`config.mk`:
```
export PLATFORM = sky130hd
export DESIGN_NAME = instr_aligner_flat
export DESIGN_NICKNAME = d
export VERILOG_FILES = /design/src/rtl/instr_aligner_if.sv /design/src/rtl/instr_aligner.sv /design/src/flat_wrapper.sv
export SDC_FILE = /design/constraint.sdc
export NUM_CORES = 1
export LEC_CHECK = 0
export CORE_MARGIN = 2
export CORE_UTILIZATION = 35
export CTS_BUF_LIST = sky130_fd_sc_hd__clkbuf_8
export DETAILED_ROUTE_END_ITERATION = 6
export HOLD_SLACK_MARGIN = 0.15
export PLACE_DENSITY_LB_ADDON = 0.05
export SLEW_MARGIN = 0
export SYNTH_ARGS = -nofsm -noshare
export SYNTH_HDL_FRONTEND = slang
export SYNTH_SLANG_ARGS = --single-unit
```
`constraint.sdc`:
```
create_clock -name clk -period 1.2 [get_ports clk]
set_input_delay 0.12 -clock clk [delete_from_list [all_inputs] [get_ports clk]]
set_output_delay 0.12 -clock clk [all_outputs]
set_load 0.005 [all_outputs]
```
`src/rtl/instr_aligner_if.sv`:
```
// Fetch-buffer / decoder handshake bundle for instr_aligner.
// master = aligner side, slave = fetch buffer plus decoder side.
interface instr_aligner_if #(
   parameter int ERR_W = 3
);
   logic             flush;
   logic [31:0]      fetch;
   logic             fetch_valid;
   logic             fetch_hw1;
   logic [ERR_W-1:0] fetch_error;
   logic [1:0]       fetch_pred;
   logic             fetch_ready;
   logic [31:0]      instr;
   logic             valid;
   logic             ready;
   logic [ERR_W-1:0] instr_error;
   logic             align_error;
   logic             prediction;

   modport master (
      input  flush, fetch, fetch_valid, fetch_hw1, fetch_error, fetch_pred, ready,
      output fetch_ready, instr, valid, instr_error, align_error, prediction
   );

   modport slave (
      output flush, fetch, fetch_valid, fetch_hw1, fetch_error, fetch_pred, ready,
      input  fetch_ready, instr, valid, instr_error, align_error, prediction
   );
endinterface

```
`src/rtl/instr_aligner.sv`:
```
// Turns 32-bit fetch words into aligned RVI/RVC instructions behind a registered valid/ready output.
// Define RVC_ALIGN_EN for halfword alignment; without it every fetch word passes through verbatim.
module instr_aligner #(
   parameter int ERR_W = 3
) (
   input logic             clk,
   input logic             rst,
   instr_aligner_if.master bus
);

   typedef struct packed {
      logic [31:0]      instr;
      logic [ERR_W-1:0] err;
      logic             align;
      logic             pred;
   } out_t;

   function automatic out_t mk_out(input logic [31:0] instr, input logic [ERR_W-1:0] err,
                                   input logic align, input logic pred);
      out_t o;
      o.instr = instr;
      o.err   = err;
      o.align = align;
      o.pred  = pred;
      return o;
   endfunction

   logic load_ok;
   logic emit;
   logic consume;
   logic first_hw1;
   logic valid_q;
   out_t out_nxt;
   out_t out_q;

   // A stall is the only thing that blocks the output register.
   assign load_ok = ~valid_q | bus.ready;

`ifdef RVC_ALIGN_EN
   logic [15:0]      hb;
   logic             hb_v;
   logic [ERR_W-1:0] hb_err;
   logic             hb_pred;
   logic             hb_load;
   logic             hb_v_nxt;
   logic [15:0]      lo;
   logic [15:0]      hi;

   assign lo = bus.fetch[15:0];
   assign hi = bus.fetch[31:16];

   function automatic logic is_rvc(input logic [15:0] hw);
      return hw[1:0] != 2'b11;
   endfunction

   // NOTE: every output of this block gets a default first, so no path can infer a latch.
   always_comb begin
      emit     = 1'b0;
      consume  = 1'b0;
      hb_load  = 1'b0;
      hb_v_nxt = hb_v;
      out_nxt  = '0;
      if (load_ok) begin
         if (first_hw1) begin
            // Redirect into halfword 1: the low half is not part of the program.
            if (bus.fetch_valid) begin
               consume = 1'b1;
               if (is_rvc(hi)) begin
                  emit     = 1'b1;
                  out_nxt  = mk_out({16'h0, hi}, bus.fetch_error, 1'b0, bus.fetch_pred[1]);
                  hb_v_nxt = 1'b0;
               end else begin
                  hb_load  = 1'b1;
                  hb_v_nxt = 1'b1;
               end
            end
         end else if (hb_v && is_rvc(hb)) begin
            emit     = 1'b1;
            out_nxt  = mk_out({16'h0, hb}, hb_err, 1'b0, hb_pred);
            hb_v_nxt = 1'b0;
         end else if (hb_v) begin
            if (bus.fetch_valid) begin
               consume  = 1'b1;
               emit     = 1'b1;
               out_nxt  = mk_out({lo, hb}, (hb_err != '0) ? hb_err : bus.fetch_error,
                                 hb_pred, ~hb_pred & bus.fetch_pred[0]);
               hb_load  = 1'b1;
               hb_v_nxt = ~(hb_pred | bus.fetch_pred[0]);
            end
         end else if (bus.fetch_valid) begin
            consume = 1'b1;
            emit    = 1'b1;
            if (is_rvc(lo)) begin
               out_nxt  = mk_out({16'h0, lo}, bus.fetch_error, 1'b0, bus.fetch_pred[0]);
               hb_load  = 1'b1;
               hb_v_nxt = ~bus.fetch_pred[0];
            end else begin
               out_nxt  = mk_out(bus.fetch, bus.fetch_error, bus.fetch_pred[0],
                                 ~bus.fetch_pred[0] & bus.fetch_pred[1]);
               hb_v_nxt = 1'b0;
            end
         end
      end
   end

   // NOTE: the halfword payload carries no reset; hb_v alone says whether it is meaningful.
   always_ff @(posedge clk) begin
      if (hb_load) begin
         hb      <= hi;
         hb_err  <= bus.fetch_error;
         hb_pred <= bus.fetch_pred[1];
      end
   end

   always_ff @(posedge clk) begin
      if (rst || bus.flush) hb_v <= 1'b0;
      else                  hb_v <= hb_v_nxt;
   end

   assign bus.fetch_ready = ~rst & ~bus.flush & consume;
`else
   always_comb begin
      consume = load_ok & bus.fetch_valid;
      emit    = bus.fetch_valid;
      out_nxt = mk_out(bus.fetch, bus.fetch_error, bus.fetch_pred[0] | first_hw1,
                       bus.fetch_pred[1]);
   end

   assign bus.fetch_ready = ~rst & ~bus.flush & load_ok;
`endif

   // NOTE: state registers use non-blocking assignments so every flop samples pre-edge values.
   always_ff @(posedge clk) begin
      if (rst) begin
         valid_q   <= 1'b0;
         out_q     <= '0;
         first_hw1 <= 1'b0;
      end else if (bus.flush) begin
         valid_q   <= 1'b0;
         first_hw1 <= bus.fetch_hw1;
      end else begin
         if (load_ok) begin
            valid_q <= emit;
            if (emit) out_q <= out_nxt;
         end
         if (consume) first_hw1 <= 1'b0;
      end
   end

   assign bus.valid       = valid_q;
   assign bus.instr       = out_q.instr;
   assign bus.instr_error = out_q.err;
   assign bus.align_error = out_q.align;
   assign bus.prediction  = out_q.pred;

endmodule
```
`src/flat_wrapper.sv`:
```
// flat-port wrapper written by rule: the top's interface ports become plain ports
module instr_aligner_flat 
#(
   parameter int ERR_W = 3
)
  (clk, rst, bus_flush, bus_fetch, bus_fetch_valid, bus_fetch_hw1, bus_fetch_error, bus_fetch_pred, bus_ready, bus_fetch_ready, bus_instr, bus_valid, bus_instr_error, bus_align_error, bus_prediction);
  instr_aligner_if #(.ERR_W(ERR_W)) bus_i ();
  input logic clk;
  input logic rst;
  input wire logic [$bits(bus_i.flush)-1:0] bus_flush;
  input wire logic [$bits(bus_i.fetch)-1:0] bus_fetch;
  input wire logic [$bits(bus_i.fetch_valid)-1:0] bus_fetch_valid;
  input wire logic [$bits(bus_i.fetch_hw1)-1:0] bus_fetch_hw1;
  input wire logic [$bits(bus_i.fetch_error)-1:0] bus_fetch_error;
  input wire logic [$bits(bus_i.fetch_pred)-1:0] bus_fetch_pred;
  input wire logic [$bits(bus_i.ready)-1:0] bus_ready;
  output wire logic [$bits(bus_i.fetch_ready)-1:0] bus_fetch_ready;
  output wire logic [$bits(bus_i.instr)-1:0] bus_instr;
  output wire logic [$bits(bus_i.valid)-1:0] bus_valid;
  output wire logic [$bits(bus_i.instr_error)-1:0] bus_instr_error;
  output wire logic [$bits(bus_i.align_error)-1:0] bus_align_error;
  output wire logic [$bits(bus_i.prediction)-1:0] bus_prediction;
  assign bus_i.flush = bus_flush;
  assign bus_i.fetch = bus_fetch;
  assign bus_i.fetch_valid = bus_fetch_valid;
  assign bus_i.fetch_hw1 = bus_fetch_hw1;
  assign bus_i.fetch_error = bus_fetch_error;
  assign bus_i.fetch_pred = bus_fetch_pred;
  assign bus_i.ready = bus_ready;
  assign bus_fetch_ready = bus_i.fetch_ready;
  assign bus_instr = bus_i.instr;
  assign bus_valid = bus_i.valid;
  assign bus_instr_error = bus_i.instr_error;
  assign bus_align_error = bus_i.align_error;
  assign bus_prediction = bus_i.prediction;
  instr_aligner #(.ERR_W(ERR_W)) u_core (.clk(clk), .rst(rst), .bus(bus_i));
endmodule
```
**Run 1: clock distribution**

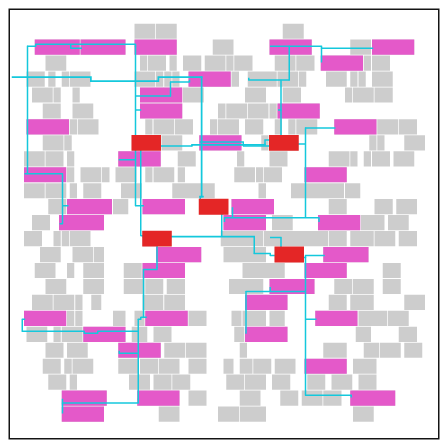
[flip-flops] magenta | count: 39
[clock wires] cyan | length: 477 um
[clock-net drivers] red | count: 5
flops lie: all over the die
share of total power in the clock network: 0.372
Latency at later pin: 0.28 ns
power in the clock group: 0.00112 W
Worst Clk Skew: 0.008567 ns

**Run 1: where the registers sit**

Other sequential cells in the stronger grey, the rest of the logic in the fainter grey.
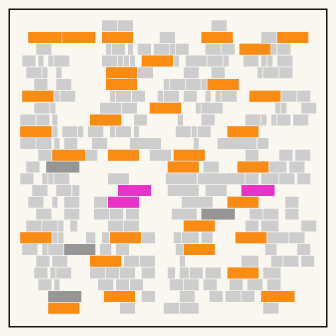
[u_core.bus.instr_error] magenta | placed flops: 3
[u_core.bus.instr] orange | placed flops: 32 | where: all over the die
not coloured: 4

==> qor.txt, run 1 <==
Run status - finished with violations
Violated checks - setup timing
Flip-flop and latch area - 792.0 sq um
Buffer type at the clock tree root - sky130_fd_sc_hd__clkbuf_8
Count of routing violations after the opening detailed-route iteration - 63
DRT Wirelength - 4076 um
Least setup slack across all paths after layout - -0.09342 ns
Max-cap violation count - 0
Top cells by count - sky130_fd_sc_hd__nand2_1 (47), sky130_fd_sc_hd__dfxtp_1 (39), sky130_fd_sc_hd__mux2i_1 (25)
Flip-flop count of the largest register after layout - 32
Top cells, area - sky130_fd_sc_hd__dfxtp_1 (47%), sky130_fd_sc_hd__mux2i_1 (15%), sky130_fd_sc_hd__nand2_1 (11%)
Cell at the slowest stage of the critical path - sky130_fd_sc_hd__dfxtp_2
#MultiIn Comb - 105
R2R depth - 6
Routability cong. - 0.7110
Routed vias/inst - 4.834
Static leakage - 1.236 nW
Row count - 25
Leading cell types in the layout, fill and taps excluded - sky130_fd_sc_hd__nand2_1 (47), sky130_fd_sc_hd__clkdlybuf4s50_1 (41), sky130_fd_sc_hd__dlygate4sd2_1 (38)
Num tapcells - 54
Antenna fix cells - 0
CTS max path bufs - 2
Clock Sink Count - 39
Gr usage total - 0.1489
DR DRC count - 0
Cell-internal power - 0.002339 W
Count of clock-net buffers in the final layout - 6
Setup-violating endpoint count in the final report - 37
Seq. pwr - 0.00139 W
Commonest non-fill, non-tap cell in the layout - sky130_fd_sc_hd__nand2_1
Maximum net fanout on the critical path - 9
Comb area share - 0.2750
Area share of and/or/nand/nor cells after synthesis - 0.1352
Biggest combinational cell group after synthesis - AND-OR/OR-AND gates
Number of cells on the critical path - 6
Max-slew violation total from the final report - 0
Critical path endpoint category - flop
Max stage delay on crit path - 0.33 ns
**Run 1: supply network**

Pins as bars on the die edge. Tap cells in grey.
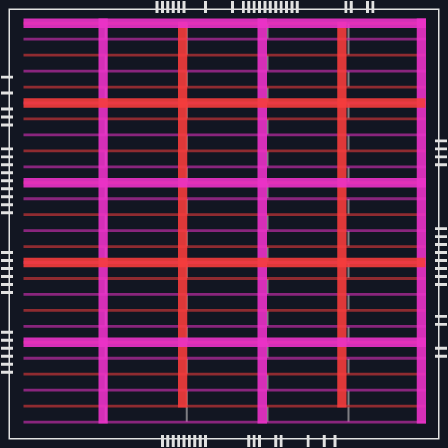
[VDD] red
[VSS] magenta
rows: 25
met4 straps: 5

**Run 1: placement by cell class**

Scale bar: 20 um.
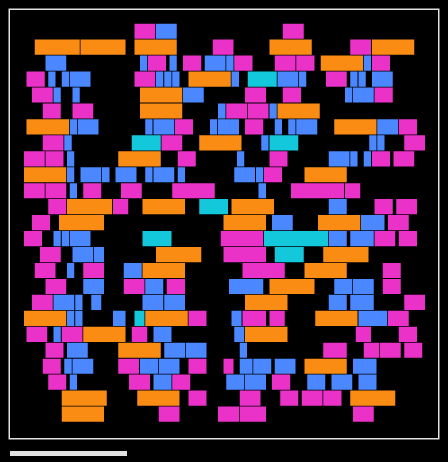

==> inputs of run 2 (changes only) <==
- GPL_TIMING_DRIVEN: default -> 0
**Run 2: placement by cell class**

Scale bar: 20 um.
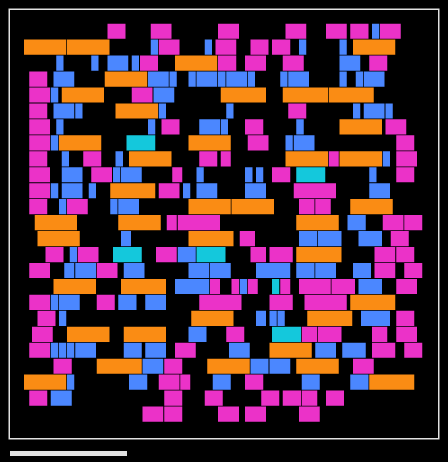
[remaining buffers and delay cells] magenta | cells: 105 | share of their area: 38%
[registers] orange | cells: 39 | share of their area: 30%
[clock drivers and dummy loads] cyan | cells: 6 | share of their area: 2.8%
[remaining logic cells] blue | cells: 107 | share of their area: 29%
core region area: 0.004661 sq mm
Layout Utilization: 0.5734
final std cell area, no fill: 0.002673 sq mm

==> run 2 against run 1 <==
Compared with the run above: the flow still finishes with violations (setup timing); power decreased by 9.9%; sequential share of layout area decreased by 0.13 points; die area unchanged; utilization increased by 0.43 points; combinational power increased by 2%; largest cell class unchanged; hold slack got worse by 0.00075 ns; clock skew increased by 0.00056 ns.
==> qor.txt, run 2 <==
Run status - finished with violations
Violated checks - setup timing
Max stage delay on crit path - 0.33 ns
Number of cells on the critical path - 6
Top power group - registers
Gr usage total - 0.1668
Antenna fix cells - 0
Proportion of cell area spent on the clock network - 0.02715
Biggest combinational cell group after synthesis - AND-OR/OR-AND gates
Flip-flop and latch area - 794.5 sq um
Worst setup endpoint - u_core.bus.instr[22]
Seq. pwr - 0.00139 W
Flip-flop count of the largest register after layout - 32
Buffer type at the clock tree root - sky130_fd_sc_hd__clkbuf_8
Power in the clock group - 0.000807 W
Relative slew margins - 0.6968
Area share of and/or/nand/nor cells after synthesis - 0.1352
DRT Wirelength - 4239 um
Setup-violating endpoint count in the final report - 35
Count of clock-net buffers in the final layout - 5
Total Die Area - 0.005326 sq mm
Share of total power in the clock network - 0.298
R2R depth - 6
Area post-placement - 0.002535 sq mm
FF-to-FF Start - u_core.bus.valid
Dpl hpwl - 2944 um
Routed vias/inst - 4.887
Comb area share - 0.2772
Static leakage - 1.253 nW
Max-cap violation count - 0
Count of vias placed by the detailed router - 1520
Num tapcells - 54
Cell at the slowest stage of the critical path - sky130_fd_sc_hd__dfxtp_2
Worst Clk Skew - 0.009131 ns
Top cells, area - sky130_fd_sc_hd__dfxtp_1 (47%), sky130_fd_sc_hd__mux2i_1 (15%), sky130_fd_sc_hd__nand2_1 (11%)
Maximum net fanout on the critical path - 6
Clock slew seen by the registers of the worst setup and hold paths - 0.08 ns
Critical path endpoint category - flop
Count of routing violations after the opening detailed-route iteration - 55
Commonest non-fill, non-tap cell in the layout - sky130_fd_sc_hd__nand2_1
Least setup slack across all paths after layout - -0.09193 ns
CTS max path bufs - 2
#MultiIn Comb - 105
Leading cell types in the layout, fill and taps excluded - sky130_fd_sc_hd__nand2_1 (47), sky130_fd_sc_hd__clkdlybuf4s50_1 (40), sky130_fd_sc_hd__dlygate4sd2_1 (39)
Top cells by count - sky130_fd_sc_hd__nand2_1 (47), sky130_fd_sc_hd__dfxtp_1 (39), sky130_fd_sc_hd__mux2i_1 (25)
Latency at later pin - 0.29 ns
Number of top-level pins - 82
**Run 2: clock distribution**

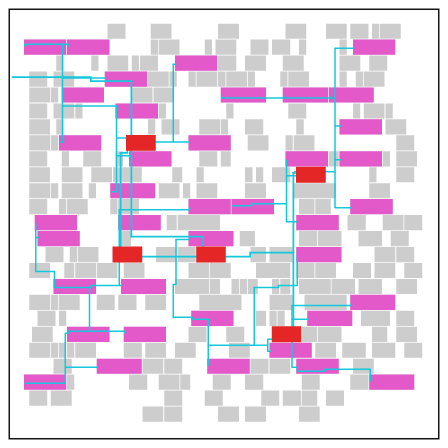
[clock wires] cyan | length: 523 um
[clock-net drivers] red | count: 5
[flip-flops] magenta | count: 39
routed clock nets: 6

No activity file was given, so power comes from the tool's default toggle rates.
